### src/rtl/dbus_arbiter_pkg.sv
// Shared definitions for the data-bus arbiter.
//  - Port index constants used for grant, owner and read-tag routing.
//  - Read tag carried through the latency pipe: {valid, port}.
package dbus_arbiter_pkg;

    localparam logic PORT_CPU = 1'b0;
    localparam logic PORT_DBG = 1'b1;

    typedef struct packed {
        logic vld;
        logic port;
    } rtag_t;

    localparam int RTAG_W = $bits(rtag_t);

endpackage

### src/rtl/dbus_arbiter_if.sv
// Bundle of requester, memory and debug signals around dbus_arbiter.
//  m0_* : CPU core data bus       (req/we/addr/wdata in, gnt/rvalid/rdata out)
//  m1_* : UART debug path         (same set plus m1_lock)
//  s_*  : single data-memory port (read/write strobes out, s_r_data in)
//  owner: port granted most recently
// Modport slave is the arbiter's view; master is the environment
// (requesters plus memory) driving it.
interface dbus_arbiter_if #(
    parameter int AW = 32,
    parameter int DW = 32
);
    logic          m0_req;
    logic          m0_we;
    logic [AW-1:0] m0_addr;
    logic [DW-1:0] m0_wdata;
    logic          m0_gnt;
    logic          m0_rvalid;
    logic [DW-1:0] m0_rdata;

    logic          m1_req;
    logic          m1_we;
    logic [AW-1:0] m1_addr;
    logic [DW-1:0] m1_wdata;
    logic          m1_lock;
    logic          m1_gnt;
    logic          m1_rvalid;
    logic [DW-1:0] m1_rdata;

    logic          s_r_en;
    logic [AW-1:0] s_r_addr;
    logic [DW-1:0] s_r_data;
    logic          s_w_en;
    logic [AW-1:0] s_w_addr;
    logic [DW-1:0] s_w_data;

    logic          owner;

    modport slave (
        input  m0_req, m0_we, m0_addr, m0_wdata,
        output m0_gnt, m0_rvalid, m0_rdata,
        input  m1_req, m1_we, m1_addr, m1_wdata, m1_lock,
        output m1_gnt, m1_rvalid, m1_rdata,
        output s_r_en, s_r_addr, input s_r_data,
        output s_w_en, s_w_addr, s_w_data,
        output owner
    );

    modport master (
        output m0_req, m0_we, m0_addr, m0_wdata,
        input  m0_gnt, m0_rvalid, m0_rdata,
        output m1_req, m1_we, m1_addr, m1_wdata, m1_lock,
        input  m1_gnt, m1_rvalid, m1_rdata,
        input  s_r_en, s_r_addr, output s_r_data,
        input  s_w_en, s_w_addr, s_w_data,
        input  owner
    );

endinterface

### src/rtl/dbus_rtag_pipe.sv
// Read-tag latency pipe: DEPTH-deep shift register of {valid, port}.
// A tag enters on the read-grant cycle and leaves DEPTH clocks later,
// aligned with the memory's read data.
//  clk, rst : clock, asynchronous active-high reset (flushes in-flight tags)
//  i_tag    : tag for the read granted this cycle (vld=0 otherwise)
//  o_tag    : tag whose read data is on s_r_data this cycle
module dbus_rtag_pipe
    import dbus_arbiter_pkg::*;
#(
    parameter int DEPTH = 1
) (
    input  logic  clk,
    input  logic  rst,
    input  rtag_t i_tag,
    output rtag_t o_tag
);

    rtag_t r_pipe [DEPTH];

    always_ff @(posedge clk or posedge rst) begin
        if (rst) begin
            for (int i = 0; i < DEPTH; i++) r_pipe[i] <= '0;
        end else begin
            r_pipe[0] <= i_tag;
            for (int i = 1; i < DEPTH; i++) r_pipe[i] <= r_pipe[i-1];
        end
    end

    assign o_tag = r_pipe[DEPTH-1];

endmodule

### src/rtl/dbus_arbiter.sv
// Data-memory port arbiter between the CPU (port 0) and the UART debug
// path (port 1). Round-robin, one access per cycle, with a bounded lock
// that lets port 1 keep the bus for multi-beat debug bursts.
//  clk, rst : clock, asynchronous active-high reset
//  bus      : dbus_arbiter_if.slave (requesters, memory port, owner)
// Grants are combinational on the req lines; memory strobes follow the
// grant in the same cycle. Read data returns RD_LAT (1..4) cycles after
// the grant to the port that issued the read.
module dbus_arbiter
    import dbus_arbiter_pkg::*;
#(
    parameter int AW       = 32,
    parameter int DW       = 32,
    parameter int RD_LAT   = 1,
    parameter int MAX_LOCK = 16
) (
    input  logic          clk,
    input  logic          rst,
    dbus_arbiter_if.slave bus
);

    localparam int LCW = $clog2(MAX_LOCK + 1);

    logic           r_last;
    logic [LCW-1:0] r_lock_cnt;
    logic [AW-1:0]  r_r_addr;
    logic [AW-1:0]  r_w_addr;
    logic [DW-1:0]  r_w_data;
    logic [DW-1:0]  r_rdata0;
    logic [DW-1:0]  r_rdata1;

    logic           w_lock_hold;
    logic           w_gnt0;
    logic           w_gnt1;
    logic           w_any;
    logic           w_we;
    logic [AW-1:0]  w_addr;
    logic [DW-1:0]  w_wdata;
    logic           w_rd;
    logic           w_wr;
    logic           w_rv0;
    logic           w_rv1;
    rtag_t          w_tag_in;
    rtag_t          w_tag_out;

    // Port 1 keeps the bus only while it was the last owner, still locks,
    // and has not used up its burst allowance.
    assign w_lock_hold = (r_last == PORT_DBG) && bus.m1_lock &&
                         (r_lock_cnt < LCW'(MAX_LOCK));

    // No grant while reset is asserted so outputs drop immediately.
    always_comb begin
        w_gnt0 = 1'b0;
        w_gnt1 = 1'b0;
        if (!rst) begin
            if (bus.m0_req && bus.m1_req) begin
                if (w_lock_hold || r_last == PORT_CPU) w_gnt1 = 1'b1;
                else                                   w_gnt0 = 1'b1;
            end else if (bus.m0_req) begin
                w_gnt0 = 1'b1;
            end else if (bus.m1_req) begin
                w_gnt1 = 1'b1;
            end
        end
    end

    assign w_any   = w_gnt0 | w_gnt1;
    assign w_we    = w_gnt1 ? bus.m1_we    : bus.m0_we;
    assign w_addr  = w_gnt1 ? bus.m1_addr  : bus.m0_addr;
    assign w_wdata = w_gnt1 ? bus.m1_wdata : bus.m0_wdata;
    assign w_rd    = w_any & ~w_we;
    assign w_wr    = w_any &  w_we;

    assign bus.m0_gnt = w_gnt0;
    assign bus.m1_gnt = w_gnt1;
    assign bus.owner  = r_last;

    // Address/data pass through on a grant and otherwise show the last
    // value issued, so the memory port never sees idle-cycle garbage.
    assign bus.s_r_en   = w_rd;
    assign bus.s_r_addr = w_rd ? w_addr  : r_r_addr;
    assign bus.s_w_en   = w_wr;
    assign bus.s_w_addr = w_wr ? w_addr  : r_w_addr;
    assign bus.s_w_data = w_wr ? w_wdata : r_w_data;

    always_ff @(posedge clk or posedge rst) begin
        if (rst) begin
            r_last     <= PORT_DBG;
            r_lock_cnt <= '0;
            r_r_addr   <= '0;
            r_w_addr   <= '0;
            r_w_data   <= '0;
        end else begin
            if (w_any) r_last <= w_gnt1;
            if (w_rd)  r_r_addr <= w_addr;
            if (w_wr) begin
                r_w_addr <= w_addr;
                r_w_data <= w_wdata;
            end
            // Counts locked port-1 grants; saturates so the hand-over
            // condition stays true until port 0 is actually served.
            if (w_gnt0 || !bus.m1_lock)
                r_lock_cnt <= '0;
            else if (w_gnt1 && r_lock_cnt < LCW'(MAX_LOCK))
                r_lock_cnt <= r_lock_cnt + LCW'(1);
        end
    end

    assign w_tag_in.vld  = w_rd;
    assign w_tag_in.port = w_gnt1;

    dbus_rtag_pipe #(.DEPTH(RD_LAT)) u_rtag_pipe (
        .clk   (clk),
        .rst   (rst),
        .i_tag (w_tag_in),
        .o_tag (w_tag_out)
    );

    assign w_rv0 = w_tag_out.vld && (w_tag_out.port == PORT_CPU);
    assign w_rv1 = w_tag_out.vld && (w_tag_out.port == PORT_DBG);

    always_ff @(posedge clk or posedge rst) begin
        if (rst) begin
            r_rdata0 <= '0;
            r_rdata1 <= '0;
        end else begin
            if (w_rv0) r_rdata0 <= bus.s_r_data;
            if (w_rv1) r_rdata1 <= bus.s_r_data;
        end
    end

    assign bus.m0_rvalid = w_rv0;
    assign bus.m1_rvalid = w_rv1;
    assign bus.m0_rdata  = w_rv0 ? bus.s_r_data : r_rdata0;
    assign bus.m1_rdata  = w_rv1 ? bus.s_r_data : r_rdata1;

endmodule

### src/flat_wrapper.sv
// flat-port wrapper written by rule: the top's interface ports become plain ports
module dbus_arbiter_flat import dbus_arbiter_pkg::*;
#(
    parameter int AW       = 32,
    parameter int DW       = 32,
    parameter int RD_LAT   = 1,
    parameter int MAX_LOCK = 16
)
  (clk, rst, bus_m0_req, bus_m0_we, bus_m0_addr, bus_m0_wdata, bus_m0_gnt, bus_m0_rvalid, bus_m0_rdata, bus_m1_req, bus_m1_we, bus_m1_addr, bus_m1_wdata, bus_m1_lock, bus_m1_gnt, bus_m1_rvalid, bus_m1_rdata, bus_s_r_en, bus_s_r_addr, bus_s_r_data, bus_s_w_en, bus_s_w_addr, bus_s_w_data, bus_owner);
  dbus_arbiter_if #(.AW(AW), .DW(DW)) bus_i ();
  input  logic clk;
  input  logic rst;
  input wire logic [$bits(bus_i.m0_req)-1:0] bus_m0_req;
  input wire logic [$bits(bus_i.m0_we)-1:0] bus_m0_we;
  input wire logic [$bits(bus_i.m0_addr)-1:0] bus_m0_addr;
  input wire logic [$bits(bus_i.m0_wdata)-1:0] bus_m0_wdata;
  output wire logic [$bits(bus_i.m0_gnt)-1:0] bus_m0_gnt;
  output wire logic [$bits(bus_i.m0_rvalid)-1:0] bus_m0_rvalid;
  output wire logic [$bits(bus_i.m0_rdata)-1:0] bus_m0_rdata;
  input wire logic [$bits(bus_i.m1_req)-1:0] bus_m1_req;
  input wire logic [$bits(bus_i.m1_we)-1:0] bus_m1_we;
  input wire logic [$bits(bus_i.m1_addr)-1:0] bus_m1_addr;
  input wire logic [$bits(bus_i.m1_wdata)-1:0] bus_m1_wdata;
  input wire logic [$bits(bus_i.m1_lock)-1:0] bus_m1_lock;
  output wire logic [$bits(bus_i.m1_gnt)-1:0] bus_m1_gnt;
  output wire logic [$bits(bus_i.m1_rvalid)-1:0] bus_m1_rvalid;
  output wire logic [$bits(bus_i.m1_rdata)-1:0] bus_m1_rdata;
  output wire logic [$bits(bus_i.s_r_en)-1:0] bus_s_r_en;
  output wire logic [$bits(bus_i.s_r_addr)-1:0] bus_s_r_addr;
  input wire logic [$bits(bus_i.s_r_data)-1:0] bus_s_r_data;
  output wire logic [$bits(bus_i.s_w_en)-1:0] bus_s_w_en;
  output wire logic [$bits(bus_i.s_w_addr)-1:0] bus_s_w_addr;
  output wire logic [$bits(bus_i.s_w_data)-1:0] bus_s_w_data;
  output wire logic [$bits(bus_i.owner)-1:0] bus_owner;
  assign bus_i.m0_req = bus_m0_req;
  assign bus_i.m0_we = bus_m0_we;
  assign bus_i.m0_addr = bus_m0_addr;
  assign bus_i.m0_wdata = bus_m0_wdata;
  assign bus_m0_gnt = bus_i.m0_gnt;
  assign bus_m0_rvalid = bus_i.m0_rvalid;
  assign bus_m0_rdata = bus_i.m0_rdata;
  assign bus_i.m1_req = bus_m1_req;
  assign bus_i.m1_we = bus_m1_we;
  assign bus_i.m1_addr = bus_m1_addr;
  assign bus_i.m1_wdata = bus_m1_wdata;
  assign bus_i.m1_lock = bus_m1_lock;
  assign bus_m1_gnt = bus_i.m1_gnt;
  assign bus_m1_rvalid = bus_i.m1_rvalid;
  assign bus_m1_rdata = bus_i.m1_rdata;
  assign bus_s_r_en = bus_i.s_r_en;
  assign bus_s_r_addr = bus_i.s_r_addr;
  assign bus_i.s_r_data = bus_s_r_data;
  assign bus_s_w_en = bus_i.s_w_en;
  assign bus_s_w_addr = bus_i.s_w_addr;
  assign bus_s_w_data = bus_i.s_w_data;
  assign bus_owner = bus_i.owner;
  dbus_arbiter #(.AW(AW), .DW(DW), .RD_LAT(RD_LAT), .MAX_LOCK(MAX_LOCK)) u_core (.clk(clk), .rst(rst), .bus(bus_i));
endmodule
### config.mk
export PLATFORM = sky130hd
export DESIGN_NAME = dbus_arbiter_flat
export DESIGN_NICKNAME = d
export VERILOG_FILES = /design/src/rtl/dbus_arbiter_pkg.sv /design/src/rtl/dbus_arbiter_if.sv /design/src/rtl/dbus_rtag_pipe.sv /design/src/rtl/dbus_arbiter.sv /design/src/flat_wrapper.sv
export SDC_FILE = /design/constraint.sdc
export NUM_CORES = 1
export LEC_CHECK = 0
export CAP_MARGIN = 40
export CORE_MARGIN = 4
export CORE_UTILIZATION = 42
export DETAILED_ROUTE_END_ITERATION = 8
export PLACE_DENSITY = 0.81
export RECOVER_POWER = 100
export SLEW_MARGIN = 20
export SYNTH_ARGS = -nofsm -noshare
export SYNTH_HDL_FRONTEND = slang
export SYNTH_SLANG_ARGS = --single-unit
### constraint.sdc
create_clock -name clk -period 7.7 [get_ports clk]
set_input_delay 1.54 -clock clk [delete_from_list [all_inputs] [get_ports clk]]
set_output_delay 1.54 -clock clk [all_outputs]
set_load 0.02 [all_outputs]
==> impl_metrics.ini, run 1 <==
; generated from flow reports
[pwr]
switching_power_mw = 1.10
power_leader = combinational logic
p_leak_nw = 5.49

[logic_synthesis]
ys_top_logic_family = multiplexers
syn_area_mm2 = 0.00723
synth_seq_share_pct = 58.2
mux_area_share_pct = 33.2

[final_timing]
rsz0062_at_grt = false
hold_viol_final = 0
setup_viol = 0
slew_headroom_pct = -149
slew_violations = 139

[placed_design]
pre_cts_slack_ps = 1430
place.gp.congestion = 0.824

[run]
max_cap_violations = 3

[global_route]
grt_max_degree = 71
grt-ovfl-total = 0

[setup_path]
critical_path_required_ps = 6160
arrival_ps = 4910
crit_type = in -> out

[status]
status = finished, violations left
violations = max-capacitance violations, max-slew violations

[clocking]
postCtsResizedCells = 0
postCtsHoldBufs = 0

[floorplanning]
core_mm2 = 0.0167

[route]
vias_per_cell = 4.82
-- run 1: stage by stage --
| step | power, mW | hold slack (ps) | std cells |
|---|---|---|---|
| floorplan | 1.85 | 501 | 520 |
| global placement | 2.48 | 465 | 1055 |
| detailed placement | 2.52 | 468 | 1058 |
| CTS | 3.41 | 479 | 1090 |
| global route | 3.43 | 504 | 1090 |
| finish | 3.26 | 476 | 1090 |
-- run 1: critical path: cells and delay by family --
| family | cells | cell delay, ps |
|---|---|---|
| AOI/OAI and AO/OA | 2 | 360 |
| and+or+nand+nor | 1 | 210 |
| muxes | 1 | 410 |
| buffers and inverters | 5 | 2350 |
-- run 1: cell type report --
type,instances,area share [%]
clock inverters,15,1.61
clock buffers,17,3.74
repair buffers,343,30.1
well taps,220,2.42
multi-input cells,256,22.8
flip-flops and latches,168,37.0
inverters,71,2.35
-- run 1: per-layer routing --
metal | share of wire, % | up-vias | track usage, %
met5 | 0 | - | 0
met4 | 2.7 | 0 | 7.42
met3 | 6.4 | 33 | 6.83
met2 | 53 | 220 | 37.7
met1 | 38 | 2582 | 24.6
li1 | - | 2423 | -
-- run 1: Yosys cell counts (2+ instances only) --
| cell type | number | area [um^2] |
|---|---|---|
| buf_6 | 2 | 22.5 |
| dfrtp_1 | 167 | 4180 |
| nand3_1 | 3 | 15.0 |
| mux2_2 | 113 | 1270 |
| nand2_1 | 7 | 26.3 |
| buf_2 | 8 | 40.0 |
| mux2_1 | 15 | 169 |
| buf_4 | 7 | 52.6 |
| mux2i_1 | 96 | 961 |
| buf_1 | 4 | 15.0 |
| nor2b_1 | 2 | 12.5 |
| clkbuf_1 | 4 | 15.0 |
| o21ai_0 | 2 | 10.0 |
| inv_1 | 70 | 263 |
| or3_1 | 2 | 12.5 |
| a21oi_1 | 4 | 20.0 |
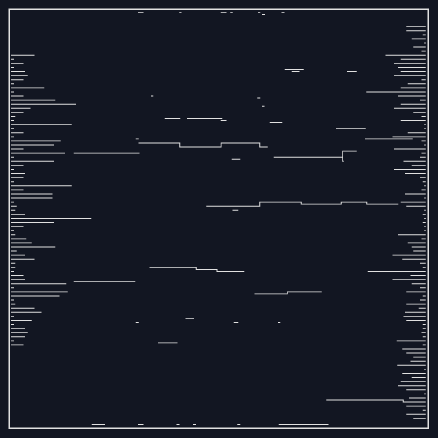
Figure 1: run 1, met3 routing.
(3 px per um)
share of all routed wire	6.4%
nets with wire on the layer	187
longest straight run	26.4 um
wire length on this layer	1300 um

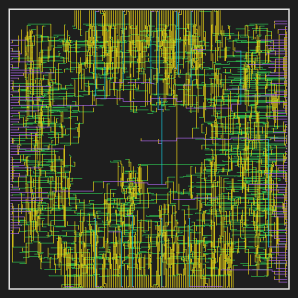
Figure 2: run 1, wiring by layer.
(2 px per um)
color	layer	wire length
green	met1	7730 um
purple	met3	1300 um
yellow	met2	10800 um
cyan	met4	562 um
overall routing resource usage: 21.4%
WL/cell: 18.7 um
DR vias: 5258
routed wire length: 20400 um

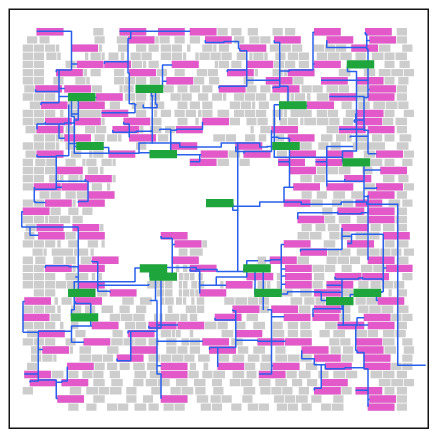
Figure 3: run 1, clock wires, drivers and flops.
(3 px per um)
[blue] clock wires | length: 2010 um
[green] cells driving clock nets | count: 17
[magenta] flip-flops | count: 168
routed clock nets	18
clk_lat worst skew: 430 ps
P_clk: 0.875 mW
Clock power frac: 26.8%
clock skew: 9.90 ps

Figure 4. Clock routing (run 1).
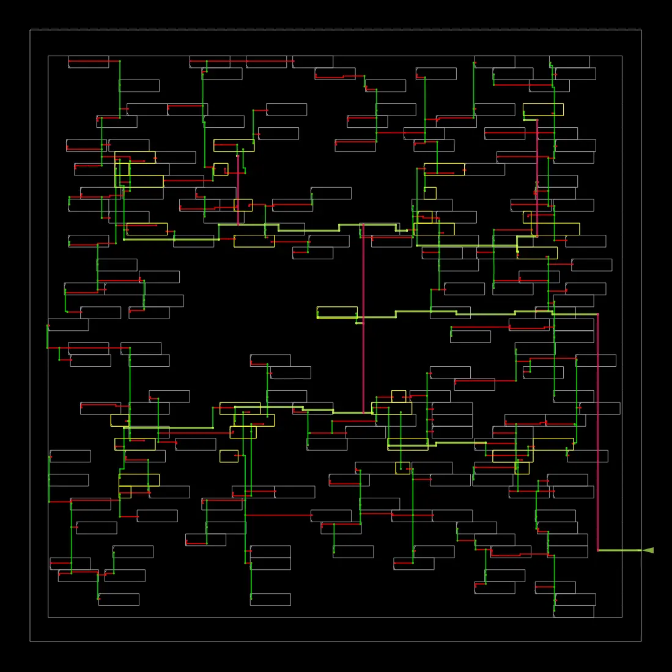

==> run 2: changes to the inputs <==
==> constraint.sdc (replaced) <==
create_clock -name clk -period 6.2 [get_ports clk]
set_input_delay 1.24 -clock clk [delete_from_list [all_inputs] [get_ports clk]]
set_output_delay 1.24 -clock clk [all_outputs]
set_load 0.02 [all_outputs]
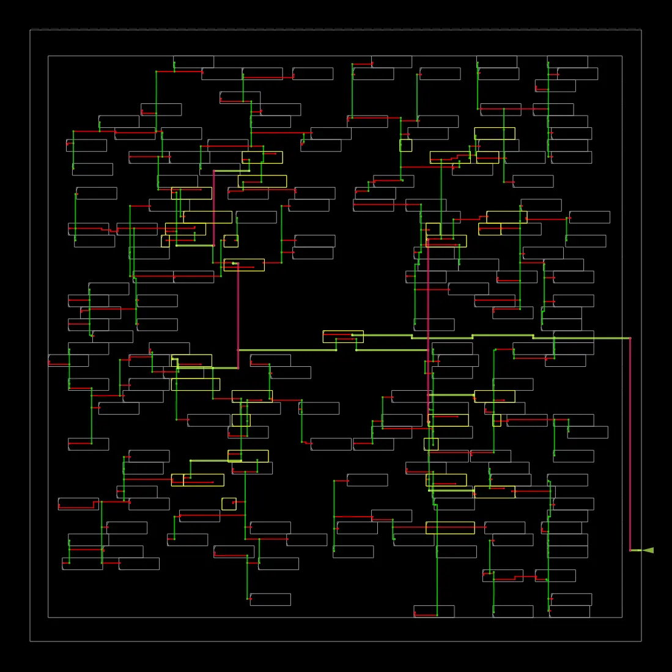
Figure 5: run 2, clock routing.
Clock buffer cells: 19
flop count: 168
CTS Sinks: 168
CTS Buf Count: 17

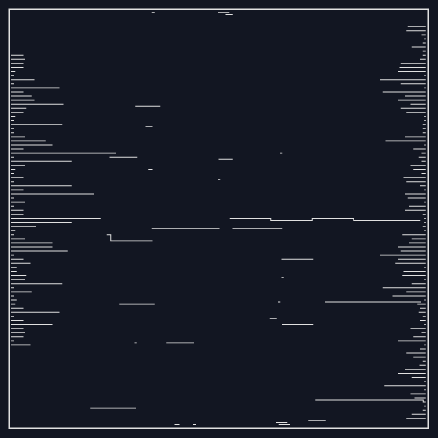
Figure 6: run 2, met3 routing.
(3 px per um)
wire length on this layer	1200 um
share of all routed wire	5.9%
nets with wire on the layer	179
longest straight run	35.9 um
DR vias: 5270
routed wire length: 20400 um

==> impl_metrics.ini, run 2 <==
; generated from flow reports
[setup_path]
arrival_ps = 4420
critPathTopFamily = buffers and inverters
crit_buf_inv = 4
crit_type = in -> out

[logic_synthesis]
common_cells = dfrtp_1 (167), mux2_2 (113), mux2i_1 (96), inv_1 (70), mux2_1 (15)
synth_seq_share_pct = 58.2
top_cells_by_area = dfrtp_1 (58%), mux2_2 (18%), mux2i_1 (13%)
top_cell = dfrtp_1
syn_area_mm2 = 0.00723

[final_timing]
slew_headroom_pct = -30.9
slew_violations = 145
setup_viol = 0
rsz0062_at_grt = false
hold_viol_final = 0

[layout]
buf_share_pct = 30.2
clock_area_share_pct = 5.63
n_all_inverters = 71
nMultiInputCombCells = 256
nNonClkBuffers = 342
largestClassByArea = flip-flops and latches

[run]
max_cap_violations = 4

[floorplanning]
taps = 220
core_mm2 = 0.0167

[route]
wl_met2_um = 11100
post_drt_wl_per_cell_um = 18.8
vias_per_cell = 4.83
wl_met1_um = 7770
dr_wl_met3_um = 1200
top_layer = met4

[global_route]
met2_usage_pct = 39.2
grt-ovfl-total = 0
met3_usage_pct = 5.76
grt_usage_pct = 21.3
use_met1_pct = 24.0
busiest_layer = met2

[pwr]
p_leak_nw = 5.50
power_mw = 4.13

[clocking]
insertion_delay_ps = 410
postCtsResizedCells = 0
postCtsHoldBufs = 0

[status]
status = finished, violations left
violations = max-capacitance violations, max-slew violations

[placed_design]
place.gp.congestion = 0.858
## run 2: per-stage QoR
stage	hold WS, ps	std cells	setup slack, ps
final	477	1090	542
after global routing	498	1090	407
after CTS	491	1088	922
after detailed placement	476	1056	941
after global placement	472	1056	1040
after floorplan	501	520	415
## run 2: cells by family (layout without fill, tap and decap cells)
| family | count (synthesis) | after routing | synth area share, % |
|---|---|---|---|
| multiplexers | 224 | 224 | 33.2 |
| flip-flops | 168 | 168 | 58.2 |
| buffers and inverters | 96 | 445 | 5.70 |
| AND/OR/NAND/NOR | 20 | 20 | 1.54 |
| AND-OR/OR-AND | 10 | 10 | 1.04 |
| adder cells (fa/ha/maj) | 1 | 1 | 0.173 |
| XOR/XNOR | 1 | 1 | 0.121 |
| other | 0 | 1 | 0 |
## run 2: worst paths after layout
| kind | end | cells past startpoint | start |
|---|---|---|---|
| worst max-delay path | bus_s_w_data[15] | 8 | bus_m1_lock |
| worst min-delay path | u_core.r_rdata0[5]$_DFF_PP0_ | 1 | u_core.r_rdata0[5]$_DFF_PP0_ |
| worst max register to register | u_core.r_w_data[26]$_DFF_PP0_ | 6 | u_core.bus.owner$_DFFE_PP1P_ |
| worst min register to register | u_core.r_rdata0[5]$_DFF_PP0_ | 1 | u_core.r_rdata0[5]$_DFF_PP0_ |
| max in group asynchronous | u_core.r_rdata0[28]$_DFF_PP0_ | 4 | rst |
| min in group asynchronous | u_core.r_w_data[20]$_DFF_PP0_ | 2 | rst |
## run 2: worst register-to-register path, cell delays in order, from the launching register on
cell	delay (ps)
dfstp_2	560
nand2_1	80
o21ai_0	360
inv_1	230
a22oi_1	500
buf_12	290
mux2_1	400
## run 2: power by group
part           switching, mW  total (mW)  internal (mW)
combinational          0.819        1.54          0.716
clock                  0.432        1.13          0.701
sequential            0.0780        1.46           1.39
total                   1.33        4.13           2.80
Figure 7. Gate-type map (run 2).
(2 px per um)
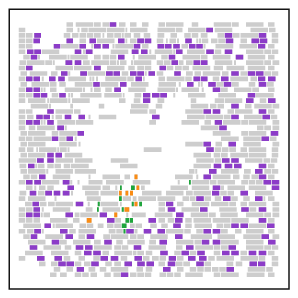

==> run 3: changes to the inputs <==
--- a/config.mk
+++ b/config.mk
@@ -11,6 +11,7 @@
 export DETAILED_ROUTE_END_ITERATION = 8
 export PLACE_DENSITY = 0.81
 export RECOVER_POWER = 100
+export REMOVE_ABC_BUFFERS = 1
 export SLEW_MARGIN = 20
 export SYNTH_ARGS = -nofsm -noshare
 export SYNTH_HDL_FRONTEND = slang
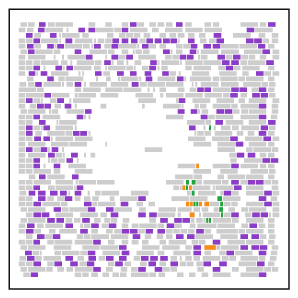
Figure 8: run 3, gate-type map.
(2 px per um)
color	family	cells
orange	inverting AOI/OAI gates	9
purple	multiplexers	224
green	NAND gates	13

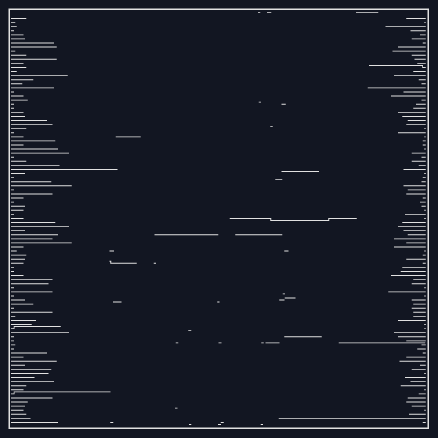
Figure 9: run 3, met3 routing.
(3 px per um)
longest straight run	48.8 um
wire length on this layer	1470 um
share of all routed wire	7.1%
main direction	horizontal
nets with wire on the layer	212
met3 usage in global routing: 6.41%
routed wire length: 20500 um
DR vias: 5258

==> impl_metrics.ini, run 3 <==
; generated from flow reports
[status]
violations = max-capacitance violations, max-slew violations
status = finished, violations left

[placed_design]
placed_cells_incl_taps = 1057
place.gp.congestion = 0.860

[final_timing]
setup_viol = 0
hold_viol_final = 0
fin_ws_ps = 556
fin_skew_ps = 15.0
slew_violations = 146
slew_headroom_pct = -119

[logic_synthesis]
top_area_cell = dfrtp_1
top_cells_by_area = dfrtp_1 (58%), mux2_2 (18%), mux2i_1 (13%)
syn_area_mm2 = 0.00723
synth_seq_share_pct = 58.2
top_cell = dfrtp_1

[pwr]
pg_seq_mw = 1.46
power_frac_seq_pct = 36.4
combPwrFrac_pct = 37.4
p_clk_share_pct = 26.2
power_leader = combinational logic
power_mw = 4.03
switching_power_mw = 1.34

[run]
max_cap_violations = 3

[setup_path]
critPathTopFamily = buffers and inverters
critical_path_depth = 7
critical_path_required_ps = 4960

[global_route]
grt-ovfl-total = 0
grt_max_degree = 78

[hold_path]
min_path_cells = 2
-- run 3: cell counts after synthesis --
No cell type changed its count.
-- run 3: cells by family after synthesis --
| group | after synthesis | synth area share (%) |
|---|---|---|
| flops | 168 | 58.2 |
| mux | 224 | 33.2 |
| fa+ha+maj | 1 | 0.173 |
| xor+xnor | 1 | 0.121 |
| buf+inv | 96 | 5.70 |
| simple gates | 20 | 1.54 |
| compound gates | 10 | 1.04 |
-- run 3: path summary, 6_finish.rpt --
check / start / slack (ps) / endpoint
setup / recovery: rst / 560 / bus_s_r_addr[18]
hold / removal: u_core.bus.owner$_DFFE_PP1P_ / 480 / u_core.bus.owner$_DFFE_PP1P_
setup reg to reg: u_core.u_rtag_pipe.o_tag[0]$_DFF_PP0_ / 3680 / u_core.r_rdata0[8]$_DFF_PP0_
hold reg to reg: u_core.bus.owner$_DFFE_PP1P_ / 480 / u_core.bus.owner$_DFFE_PP1P_
max in group asynchronous: rst / 1450 / u_core.r_w_data[29]$_DFF_PP0_
min in group asynchronous: rst / 2310 / u_core.r_w_data[20]$_DFF_PP0_
-- run 3: final cells by class --
cell class | count | area [um^2] | area share [%]
Clock buffer | 19 | 443 | 3.90
Multi-Input combinational cell | 256 | 2610 | 22.9
Inverter | 71 | 268 | 2.36
Timing Repair Buffer | 343 | 3420 | 30.1
Tap cell | 220 | 275 | 2.42
Sequential cell | 168 | 4210 | 37.0
Clock inverter | 13 | 143 | 1.25
-- run 3: routing by layer --
layer / vias to the layer above / part of all wire (%) / global-route usage (%)
met5: - / 0 / 0
met4: 0 / 2.3 / 6.95
met3: 31 / 7.1 / 6.41
met2: 238 / 51 / 37.2
met1: 2569 / 40 / 24.4
li1: 2420 / - / -
No activity file was given, so power comes from the tool's default toggle rates.
